<file path="config.mk">
export PLATFORM = sky130hd
export DESIGN_NAME = prbs31_test_ctrl
export DESIGN_NICKNAME = d
export VERILOG_FILES = /design/src/rtl/prbs_ctrl_pkg.sv /design/src/rtl/prbs_err_counter.sv /design/src/rtl/prbs31_test_ctrl.sv
export SDC_FILE = /design/constraint.sdc
export NUM_CORES = 1
export LEC_CHECK = 0
export ABC_CLOCK_PERIOD_IN_PS = 3800
export CAP_MARGIN = 10
export CORE_UTILIZATION = 42
export DETAILED_ROUTE_END_ITERATION = 8
export SYNTH_ARGS = -nofsm -noshare
export SYNTH_HDL_FRONTEND = slang
export SYNTH_SLANG_ARGS = --single-unit
</file>
<file path="constraint.sdc">
create_clock -name clk_i -period 3.8 [get_ports clk_i]
set_clock_uncertainty 0.1 [all_clocks]
set_input_delay 0.76 -clock clk_i [delete_from_list [all_inputs] [get_ports clk_i]]
set_output_delay 0.76 -clock clk_i [all_outputs]
set_load 0.03 [all_outputs]
</file>
<file path="src/rtl/prbs_ctrl_pkg.sv">
// ---------------------------------------------------------------------------
// prbs_ctrl_pkg
// Shared definitions for the PRBS31 test controller: controller state
// encoding, PRBS/block geometry constants and the default parameter values
// used by prbs31_test_ctrl and prbs_err_counter.
// ---------------------------------------------------------------------------
package prbs_ctrl_pkg;

  typedef enum logic [2:0] {
    ST_IDLE,
    ST_SEED,
    ST_SYNC,
    ST_ACQ,
    ST_CHECK,
    ST_DONE
  } ctrlState_e;

  localparam int PRBS_LEN = 31;
  localparam logic [PRBS_LEN-1:0] SEED_VAL = 31'd1;
  localparam int BLOCK_LEN = 32;

  localparam int DEF_WIN_W       = 16;
  localparam int DEF_ERR_W       = 16;
  localparam int DEF_LOCK_CNT    = 32;
  localparam int DEF_LOS_THRESH  = 8;
  localparam int DEF_ACQ_TIMEOUT = 1024;

endpackage

</file>
<file path="src/rtl/prbs_err_counter.sv">
// ---------------------------------------------------------------------------
// prbs_err_counter
// Saturating error accumulator plus per-block error counter used for
// loss-of-lock detection while the controller is checking.
// Ports:
//   clk_i      clock
//   rst_n_i    synchronous reset, active-high
//   clr_i      clears all counters (run start)
//   en_i       one checked bit this cycle
//   err_in_i   mismatch flag for the checked bit
//   err_cnt_o  accumulated error count, saturates at all-ones
//   err_sat_o  high when err_cnt_o is all-ones
//   los_o      this checked bit brings the block error count to LOS_THRESH
// ---------------------------------------------------------------------------
module prbs_err_counter
  import prbs_ctrl_pkg::*;
#(
  parameter int ERR_W      = DEF_ERR_W,
  parameter int LOS_THRESH = DEF_LOS_THRESH
) (
  input  logic             clk_i,
  input  logic             rst_n_i,
  input  logic             clr_i,
  input  logic             en_i,
  input  logic             err_in_i,
  output logic [ERR_W-1:0] err_cnt_o,
  output logic             err_sat_o,
  output logic             los_o
);

  localparam int BPOS_W = $clog2(BLOCK_LEN);
  localparam int BERR_W = $clog2(BLOCK_LEN + 1);

  logic [ERR_W-1:0]  errCnt_q, errCnt_d;
  logic              errSat_q;
  logic [BPOS_W-1:0] blkPos_q;
  logic [BERR_W-1:0] blkErr_q;

  // Loss of lock is judged on the running block count including the
  // current bit, so the bit that crosses the threshold is itself counted.
  assign los_o = en_i && err_in_i && ((int'(blkErr_q) + 1) == LOS_THRESH);

  // Saturating increment of the accumulated error count.
  always_comb begin
    errCnt_d = errCnt_q;
    if (en_i && err_in_i && !errSat_q) begin
      errCnt_d = errCnt_q + 1'b1;
    end
  end

  // The block restarts every BLOCK_LEN checked bits, and also on loss of
  // lock so that a relocked run starts with a fresh block.
  always_ff @(posedge clk_i) begin
    if (rst_n_i || clr_i) begin
      errCnt_q <= '0;
      errSat_q <= 1'b0;
      blkPos_q <= '0;
      blkErr_q <= '0;
    end else if (en_i) begin
      errCnt_q <= errCnt_d;
      errSat_q <= &errCnt_d;
      if (los_o || (blkPos_q == BPOS_W'(BLOCK_LEN - 1))) begin
        blkPos_q <= '0;
        blkErr_q <= '0;
      end else begin
        blkPos_q <= blkPos_q + 1'b1;
        blkErr_q <= blkErr_q + BERR_W'(err_in_i);
      end
    end
  end

  assign err_cnt_o = errCnt_q;
  assign err_sat_o = errSat_q;

endmodule

</file>
<file path="src/rtl/prbs31_test_ctrl.sv">
// ---------------------------------------------------------------------------
// prbs31_test_ctrl
// Sequencing controller for a PRBS31 generator/checker pair: seeds the
// generator, self-synchronises the checker, acquires lock, counts errors
// over a programmable window and re-acquires on loss of lock.
// Ports:
//   clk_i, rst_n_i      clock, synchronous active-high reset
//   start_i, abort_i    run start (IDLE only) / return to IDLE
//   win_len_i           checked bits per run, latched at start
//   err_in_i            checker mismatch for the current bit
//   gen_load_o          load generator seed
//   chk_load_o          checker self-sync (shift received bits in)
//   gen_en_o            advance generator and checker
//   busy_o, locked_o    not IDLE / in CHECK
//   done_o              one-cycle window-complete pulse
//   timeout_o           sticky acquisition timeout
//   err_cnt_o, err_sat_o  saturating error count and its saturation flag
// Optional feature macro PRBS_CTRL_ERR_INJECT_EN adds inject_i / gen_flip_o:
//   an inject pulse in CHECK flips exactly one generated bit.
// ---------------------------------------------------------------------------
module prbs31_test_ctrl
  import prbs_ctrl_pkg::*;
#(
  parameter int WIN_W       = DEF_WIN_W,
  parameter int ERR_W       = DEF_ERR_W,
  parameter int LOCK_CNT    = DEF_LOCK_CNT,
  parameter int LOS_THRESH  = DEF_LOS_THRESH,
  parameter int ACQ_TIMEOUT = DEF_ACQ_TIMEOUT
) (
  input  logic             clk_i,
  input  logic             rst_n_i,
  input  logic             start_i,
  input  logic             abort_i,
  input  logic [WIN_W-1:0] win_len_i,
  input  logic             err_in_i,
`ifdef PRBS_CTRL_ERR_INJECT_EN
  input  logic             inject_i,
  output logic             gen_flip_o,
`endif
  output logic             gen_load_o,
  output logic             chk_load_o,
  output logic             gen_en_o,
  output logic             busy_o,
  output logic             locked_o,
  output logic             done_o,
  output logic             timeout_o,
  output logic [ERR_W-1:0] err_cnt_o,
  output logic             err_sat_o
);

  localparam int SYNC_W = $clog2(PRBS_LEN);
  localparam int RUN_W  = $clog2(LOCK_CNT + 1);
  localparam int ACQ_W  = $clog2(ACQ_TIMEOUT + 1);

  ctrlState_e        state_q, state_d;
  logic [WIN_W-1:0]  winCnt_q, winCnt_d, winLen_q;
  logic [SYNC_W-1:0] syncCnt_q, syncCnt_d;
  logic [RUN_W-1:0]  runCnt_q, runCnt_d;
  logic [ACQ_W-1:0]  acqCnt_q, acqCnt_d;
  logic              startAcc, countBit, toHit, doneHit, los, genEn_d;
  logic              genLoad_q, chkLoad_q, genEn_q, busy_q, locked_q, done_q, timeout_q;

  assign startAcc = (state_q == ST_IDLE) && start_i && !abort_i;
  assign genEn_d  = (state_d == ST_SYNC) || (state_d == ST_ACQ) || (state_d == ST_CHECK);

  // Next-state logic. The phase counters are zero outside their own state,
  // so every entry into SYNC or ACQ starts counting afresh. A window that is
  // already complete on entry to CHECK (win_len of 0) goes straight to DONE
  // without consuming a bit; otherwise completion beats loss of lock.
  always_comb begin
    state_d   = state_q;
    winCnt_d  = winCnt_q;
    syncCnt_d = '0;
    runCnt_d  = '0;
    acqCnt_d  = '0;
    countBit  = 1'b0;
    toHit     = 1'b0;
    doneHit   = 1'b0;
    unique case (state_q)
      ST_IDLE:  if (start_i) state_d = ST_SEED;
      ST_SEED:  state_d = ST_SYNC;
      ST_SYNC: begin
        if (syncCnt_q == SYNC_W'(PRBS_LEN - 1)) state_d = ST_ACQ;
        else syncCnt_d = syncCnt_q + 1'b1;
      end
      ST_ACQ: begin
        runCnt_d = err_in_i ? '0 : runCnt_q + 1'b1;
        acqCnt_d = acqCnt_q + 1'b1;
        if (runCnt_d == RUN_W'(LOCK_CNT)) begin
          state_d = ST_CHECK;
        end else if (acqCnt_d == ACQ_W'(ACQ_TIMEOUT)) begin
          state_d = ST_DONE;
          toHit   = 1'b1;
        end
      end
      ST_CHECK: begin
        if (winCnt_q == winLen_q) begin
          state_d = ST_DONE;
          doneHit = 1'b1;
        end else begin
          countBit = 1'b1;
          winCnt_d = winCnt_q + 1'b1;
          if (winCnt_d == winLen_q) begin
            state_d = ST_DONE;
            doneHit = 1'b1;
          end else if (los) begin
            state_d = ST_SYNC;
          end
        end
      end
      ST_DONE:  state_d = ST_IDLE;
      default:  state_d = ST_IDLE;
    endcase
    if (abort_i) begin
      state_d   = ST_IDLE;
      winCnt_d  = winCnt_q;
      syncCnt_d = '0;
      runCnt_d  = '0;
      acqCnt_d  = '0;
      countBit  = 1'b0;
      toHit     = 1'b0;
      doneHit   = 1'b0;
    end
  end

  // State and counter registers. The window counter survives loss of lock
  // and is only cleared by an accepted start, which also latches win_len.
  always_ff @(posedge clk_i) begin
    if (rst_n_i) begin
      state_q   <= ST_IDLE;
      winCnt_q  <= '0;
      winLen_q  <= '0;
      syncCnt_q <= '0;
      runCnt_q  <= '0;
      acqCnt_q  <= '0;
    end else begin
      state_q   <= state_d;
      syncCnt_q <= syncCnt_d;
      runCnt_q  <= runCnt_d;
      acqCnt_q  <= acqCnt_d;
      if (startAcc) begin
        winCnt_q <= '0;
        winLen_q <= win_len_i;
      end else begin
        winCnt_q <= winCnt_d;
      end
    end
  end

  // Strobe outputs are registered from the next state so they line up
  // exactly with the state they belong to.
  always_ff @(posedge clk_i) begin
    if (rst_n_i) begin
      genLoad_q <= 1'b0;
      chkLoad_q <= 1'b0;
      genEn_q   <= 1'b0;
      busy_q    <= 1'b0;
      locked_q  <= 1'b0;
      done_q    <= 1'b0;
      timeout_q <= 1'b0;
    end else begin
      genLoad_q <= (state_d == ST_SEED);
      chkLoad_q <= (state_d == ST_SEED) || (state_d == ST_SYNC);
      genEn_q   <= genEn_d;
      busy_q    <= (state_d != ST_IDLE);
      locked_q  <= (state_d == ST_CHECK);
      done_q    <= doneHit;
      if (startAcc) timeout_q <= 1'b0;
      else if (toHit) timeout_q <= 1'b1;
    end
  end

  prbs_err_counter #(
    .ERR_W      (ERR_W),
    .LOS_THRESH (LOS_THRESH)
  ) u_err_counter (
    .clk_i     (clk_i),
    .rst_n_i   (rst_n_i),
    .clr_i     (startAcc),
    .en_i      (countBit),
    .err_in_i  (err_in_i),
    .err_cnt_o (err_cnt_o),
    .err_sat_o (err_sat_o),
    .los_o     (los)
  );

`ifdef PRBS_CTRL_ERR_INJECT_EN
  logic flipPend_q, genFlip_q, flipReq;

  assign flipReq = flipPend_q || (inject_i && (state_q == ST_CHECK));

  // A flip request waits until the next cycle that advances the generator,
  // then fires for exactly that one cycle; repeat pulses meanwhile merge.
  always_ff @(posedge clk_i) begin
    if (rst_n_i || (state_d == ST_IDLE)) begin
      flipPend_q <= 1'b0;
      genFlip_q  <= 1'b0;
    end else begin
      genFlip_q  <= flipReq && genEn_d;
      flipPend_q <= flipReq && !genEn_d;
    end
  end

  assign gen_flip_o = genFlip_q;
`endif

  assign gen_load_o = genLoad_q;
  assign chk_load_o = chkLoad_q;
  assign gen_en_o   = genEn_q;
  assign busy_o     = busy_q;
  assign locked_o   = locked_q;
  assign done_o     = done_q;
  assign timeout_o  = timeout_q;

endmodule

</file>
**Signal wires on met1**

Bar = 20 µm. Cells faint in the background.
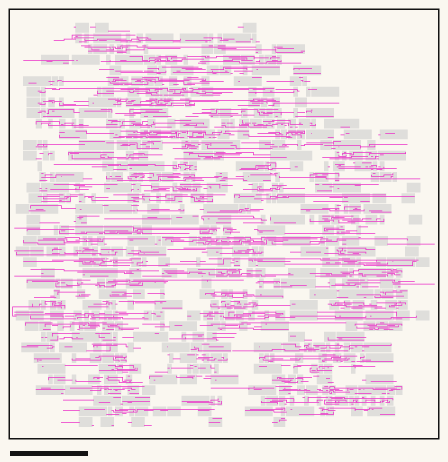
main direction: horizontal
longest straight run: 32.2 µm
grt met1 use: 26.92%
Vias: 3977

==> reports/writeup.txt <==
With the relative slew slack at 49.35%, the leakage power is 0.001995 µW. The proportion of register bits with asynchronous set or reset after synthesis came out at 0%. By instance count after routing, the leading logic cell types are 92 x sky130_fd_sc_hd__dfxtp_1, 78 x sky130_fd_sc_hd__nor2_1, 64 x sky130_fd_sc_hd__nand2_1. The synthesized area divided by synthesized cell count works out to 8.598 µm².

For reference, compound AND-OR and OR-AND cells occupy 11.89% of the area reported after synthesis. Pin placement for this block handled 45 I/O pins. The minimum clock period after layout works out to 2823 ps. The flow ran to the end, and the final reports show no timing, DRC or antenna violations.

The clock passes through at most 2 buffers. The die is 109.3 µm wide. In this run the standard cell core region covers 0.01103 mm². The synth_stat.txt file lists the number of cells as 562. Looking at the critical path, the highest net fanout was 9. The flow reports an fmax of 354.2 MHz. The final timing report counts setup violations totalling 0. The residual antenna-violating net count after detailed routing is 0. The signed area change from the synthesized netlist to the final layout is 17.56%. The netlist area before placement was 0.004832 mm². The logs give 740 for the final standard cell count with taps included and fillers excluded and 976.7 ps for the final worst setup slack. With the pin count of the biggest net entering global routing at 34, the clock latency at the later pin of the worst-skew pair is 340 ps.

The tools report the startpoint kind of the worst setup timing path as a primary input. Per the placement log, port buffering inserted 44 buffers. In the global route stage, overall resource usage came out at 19.15%. STA puts the critical path data arrival time at 2940 ps.

In the setup report, the worst path falls into the class primary input to register. According to the floorplan report, the total die area is 0.01194 mm². In the final design database the tool counted 628 nets.

The run gives 211 for the DRC marker count from the first detailed-route iteration. The diode insertion count for antenna repair is 0, and the worst slack after detailed placement is 679.0 ps. The global route stage reports its total congestion overflow as 0. Counting the warning lines in the Yosys log gives 0. The clock H-tree reported by CTS has 3 levels.
**Metal 2**

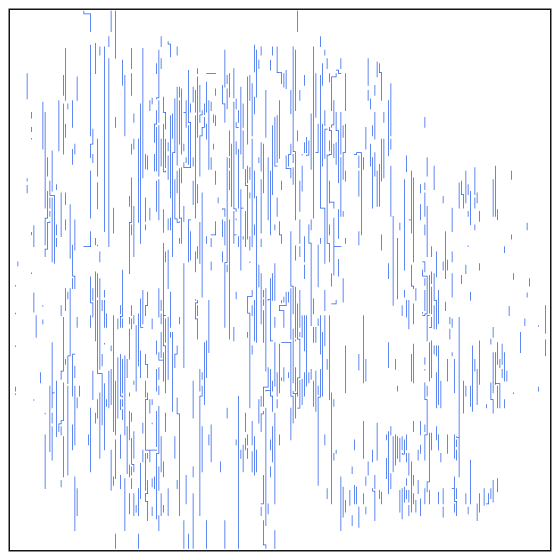
wire length on this layer: 4660 µm
nets with wire on the layer: 512
longest straight run: 38.1 µm
share of all routed wire: 43%
total detailed-routing wirelength: 10840 µm
global-route met2 utilization: 29.11%

state kept, by name, indices dropped and copies added, names as in the netlist:
name	flops
u_err_counter.blkPos_q	5
u_err_counter.err_sat_o	1
u_err_counter.err_cnt_o	16
acqCnt_q	11
syncCnt_q	5
winLen_q	16
chk_load_o	1
runCnt_q	6
u_err_counter.blkErr_q	6
winCnt_q	16
done_o	1
locked_o	1
busy_o	1
gen_en_o	1
state_q	3
gen_load_o	1
timeout_o	1
through the flow:
stage | power [µW] | utilization [%] | cell area (µm²)
finish | 2043 | 51.50 | 5680
global route | 2122 | 51.50 | 5680
CTS | 2069 | 51.50 | 5680
detailed placement | 1174 | 48.83 | 5386
global placement | 1172 | 48.83 | 5386
floorplan | 1111 | - | 4832
synthesized netlist by cell type (8+ instances only):
master | number | area (µm²)
sky130_fd_sc_hd__a21oi_1 | 25 | 125.1
sky130_fd_sc_hd__and2_1 | 8 | 50.05
sky130_fd_sc_hd__and3_1 | 19 | 118.9
sky130_fd_sc_hd__clkbuf_1 | 17 | 63.81
sky130_fd_sc_hd__dfxtp_1 | 92 | 1842
sky130_fd_sc_hd__ha_1 | 11 | 137.6
sky130_fd_sc_hd__nand2_1 | 64 | 240.2
sky130_fd_sc_hd__nand3_1 | 21 | 105.1
sky130_fd_sc_hd__nand4_1 | 19 | 118.9
sky130_fd_sc_hd__nor2_1 | 78 | 292.8
sky130_fd_sc_hd__nor3_1 | 10 | 50.05
sky130_fd_sc_hd__o21ai_0 | 9 | 45.04
sky130_fd_sc_hd__xnor2_1 | 31 | 271.5
sky130_fd_sc_hd__xor2_1 | 43 | 376.6
critical path, stage by stage:
cell	delay, ps
sky130_fd_sc_hd__clkdlybuf4s50_1	540
sky130_fd_sc_hd__buf_4	190
sky130_fd_sc_hd__nand4b_1	110
sky130_fd_sc_hd__nor4b_1	650
sky130_fd_sc_hd__nor2b_1	270
sky130_fd_sc_hd__a21oi_1	90
sky130_fd_sc_hd__o221ai_1	240
sky130_fd_sc_hd__a21oi_1	100
worst paths after layout:
check,start,to,slack (ps),cells past startpoint
worst max-delay path,err_in_i,gen_en_o,980,8
worst min-delay path,syncCnt_q[0],syncCnt_q[0],360,1
worst min register to register,syncCnt_q[0],syncCnt_q[0],360,1
worst max register to register,winCnt_q[3],gen_en_o,1070,7
power by group:
part           total (µW)  switching [µW]  internal, µW
Combinational         163            97.7          65.7
Sequential            989            12.6           976
Clock                 891             364           527
layout make-up:
cell class / instances / area share, %
multi-input cells: 438 / 50.44
flip-flops and latches: 92 / 32.42
clock buffers: 12 / 4.339
repair buffers: 50 / 8.546
clock inverters: 3 / 0.8370
well taps: 140 / 3.084
inverters: 5 / 0.3304
layer usage:
layer / routed length, µm / global-route usage, % / part of all wire [%]
met5: 0 / 0 / 0
met4: 140 / 6.476 / 1.3
met3: 525 / 3.825 / 4.8
met2: 4664 / 29.11 / 43
met1: 5508 / 26.92 / 51
cell families after synthesis:
kind of cell,after synthesis
buffers and inverters,32
AND-OR/OR-AND,75
adder cells (fa/ha/maj),11
XOR/XNOR,75
flip-flops,92
multiplexers,8
AND/OR/NAND/NOR,269
Power is estimated from default activity; no workload was simulated.
